Design coherence_req_scheduler, sky130hd; sources not shown.
Signal wires by layer:
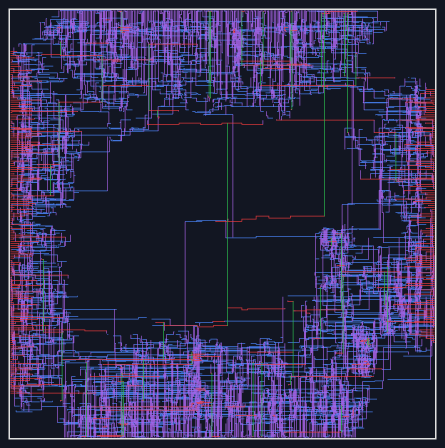
| colour | layer | wire length |
|---|---|---|
| green | M4 | 1,600 um |
| purple | M2 | 27.7 mm |
| red | M3 | 4,490 um |
| blue | M1 | 23.0 mm |
overall track demand over capacity in global routing: 0.1436
routed vias: 13,598
total length of routed wires: 56,830 um
mean routed wirelength per cell: 17.17 um

The clock network:
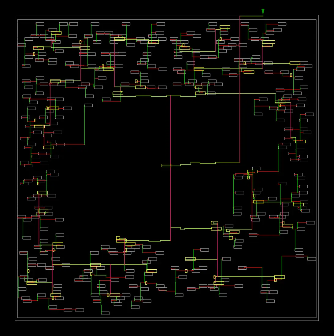
flip-flops: 313
CTS buffer count: 41
clock buffer instance count of the final layout: 41
Num Clock Sinks: 313
Clk power: 0.00386 W

==> summary.json <==
{
  "global_routing": {
    "busiest_layer": "met2",
    "grt_start_max_net_pins": 118,
    "grt_antenna_before_repair": 4,
    "groute.layer.met3.usage": 0.04325
  },
  "worst_setup_path": {
    "crit_chain": "clkdlybuf4s50_1 -> or2_2 -> nand2_1 -> nand3_1 -> nand2_2 -> o21ai_0 -> inv_1 -> nand2_1 -> nand2_1 -> nand2_1 -> nand2_2 -> buf_4 -> o221ai_1 -> nand3_1 -> nand2_1 -> inv_1",
    "timing.critical_path.depth": 16,
    "cp-end-kind": "register",
    "max_stage_delay_ps": 460,
    "start_kind": "primary input",
    "rr_worst_depth": 16,
    "critical_path.slowest_cell": "clkdlybuf4s50_1"
  },
  "place": {
    "dp.final_hpwl_um": 43380,
    "place.port_buffers": 698,
    "dpl_cell_area_um2": 20480,
    "placement.setup.worst_slack_ps": 111.1
  },
  "yosys": {
    "synth_adder_area_share": 0.01308,
    "yosys-stat-area_um2": 12430,
    "ys.flops": 313,
    "async_flop_share": 0,
    "synthDominantAreaCellType": "dfxtp_1",
    "synth_cell_type_count": 33,
    "most_common_cell": "nor2_1",
    "count_of_library_flops_with_an_enable_pin": 0,
    "post_synthesis_average_cell_area_um2": 7.476,
    "yosys-dominant-comb-family": "simple AND/OR/NAND/NOR gates",
    "common_cells": "nor2_1, dfxtp_1, o21ai_0",
    "area_leaders": "dfxtp_1, nor2_1, o21ai_0, nand2_1, clkbuf_1",
    "ys.flop_type": "dfxtp_1",
    "ys_sh_aoi": 0.1751
  },
  "outcome": {
    "run_status": "complete, no violations"
  },
  "finish": {
    "final_layout_size_suffix_gt1_frac": 0.05582,
    "nonClockBufferCount": 730,
    "final-nonclk-buf-share": 0.3395,
    "comb_cells": 1188,
    "layout.cells.largest_class": "non-clock buffers",
    "antenna_cells_inserted": 3,
    "fillerInstances": 7762
  },
  "pwr": {
    "p_total_w": 0.02005,
    "pwr-share-clk": 0.193,
    "netSwitchingFraction": 0.4290,
    "seq_pwr_w": 0.00579,
    "pwr-share-seq": 0.289,
    "cellInternalPower_w": 0.01145,
    "netSwitchingPower_w": 0.008600,
    "peakVddDrop_v": 0.0005259,
    "power_top_consumer": "combinational cells",
    "p_leak_nw": 8.636
  },
  "clocking": {
    "cts-root-to-sink-buffers": 3,
    "clk_transition_reported_paths_ps": 50,
    "cts_max_level": 2,
    "cts_root_buffer": "clkbuf_16"
  },
  "route": {
    "avgViaCountPerCell": 4.109,
    "route.layer.met1.wl_um": 22990,
    "drt_first_pass_iters": 5,
    "met2_routed_wl_um": 27750,
    "route.detailed.drc": 0,
    "number_of_nets_with_antenna_violations_after_detailed_routing": 0
  },
  "final_timing": {
    "worst-slew-pin-transition_ps": 656.9,
    "period_minus_slack_ps": 2862,
    "hold_viol_final": 0,
    "max_freq_mhz": 349.4
  },
  "hold_path": {
    "holdPathStages": 2
  },
  "die": {
    "vert_die_dim_um": 276,
    "row_count": 99,
    "fp-utilization": 0.1713,
    "floorplan.core_area_um2": 72590
  },
  "flow_run": {
    "log.warning_count": 42
  }
}
layout by cell type (no fill, tap or decap), drive strengths merged, types with 21 or more instances in the layout:
| cell type | n |
|---|---|
| inv | 50 |
| o221ai | 24 |
| o21ai | 331 |
| nor2 | 617 |
| a31oi | 21 |
| clkinv | 24 |
| buf | 33 |
| clkdlybuf4s50 | 697 |
| a21oi | 23 |
| nand3 | 39 |
| dfxtp | 313 |
| clkbuf | 41 |
| nand2 | 110 |
per-stage QoR:
step	utilization	hold slack, ps
floorplan	-	445.3
global placement	0.2822	462.1
detailed placement	0.2822	470.4
CTS	0.2988	483.2
global route	0.2989	499.6
finish	0.2989	476.7
Power figures rest on the tool's default switching activity, not on a simulated workload.
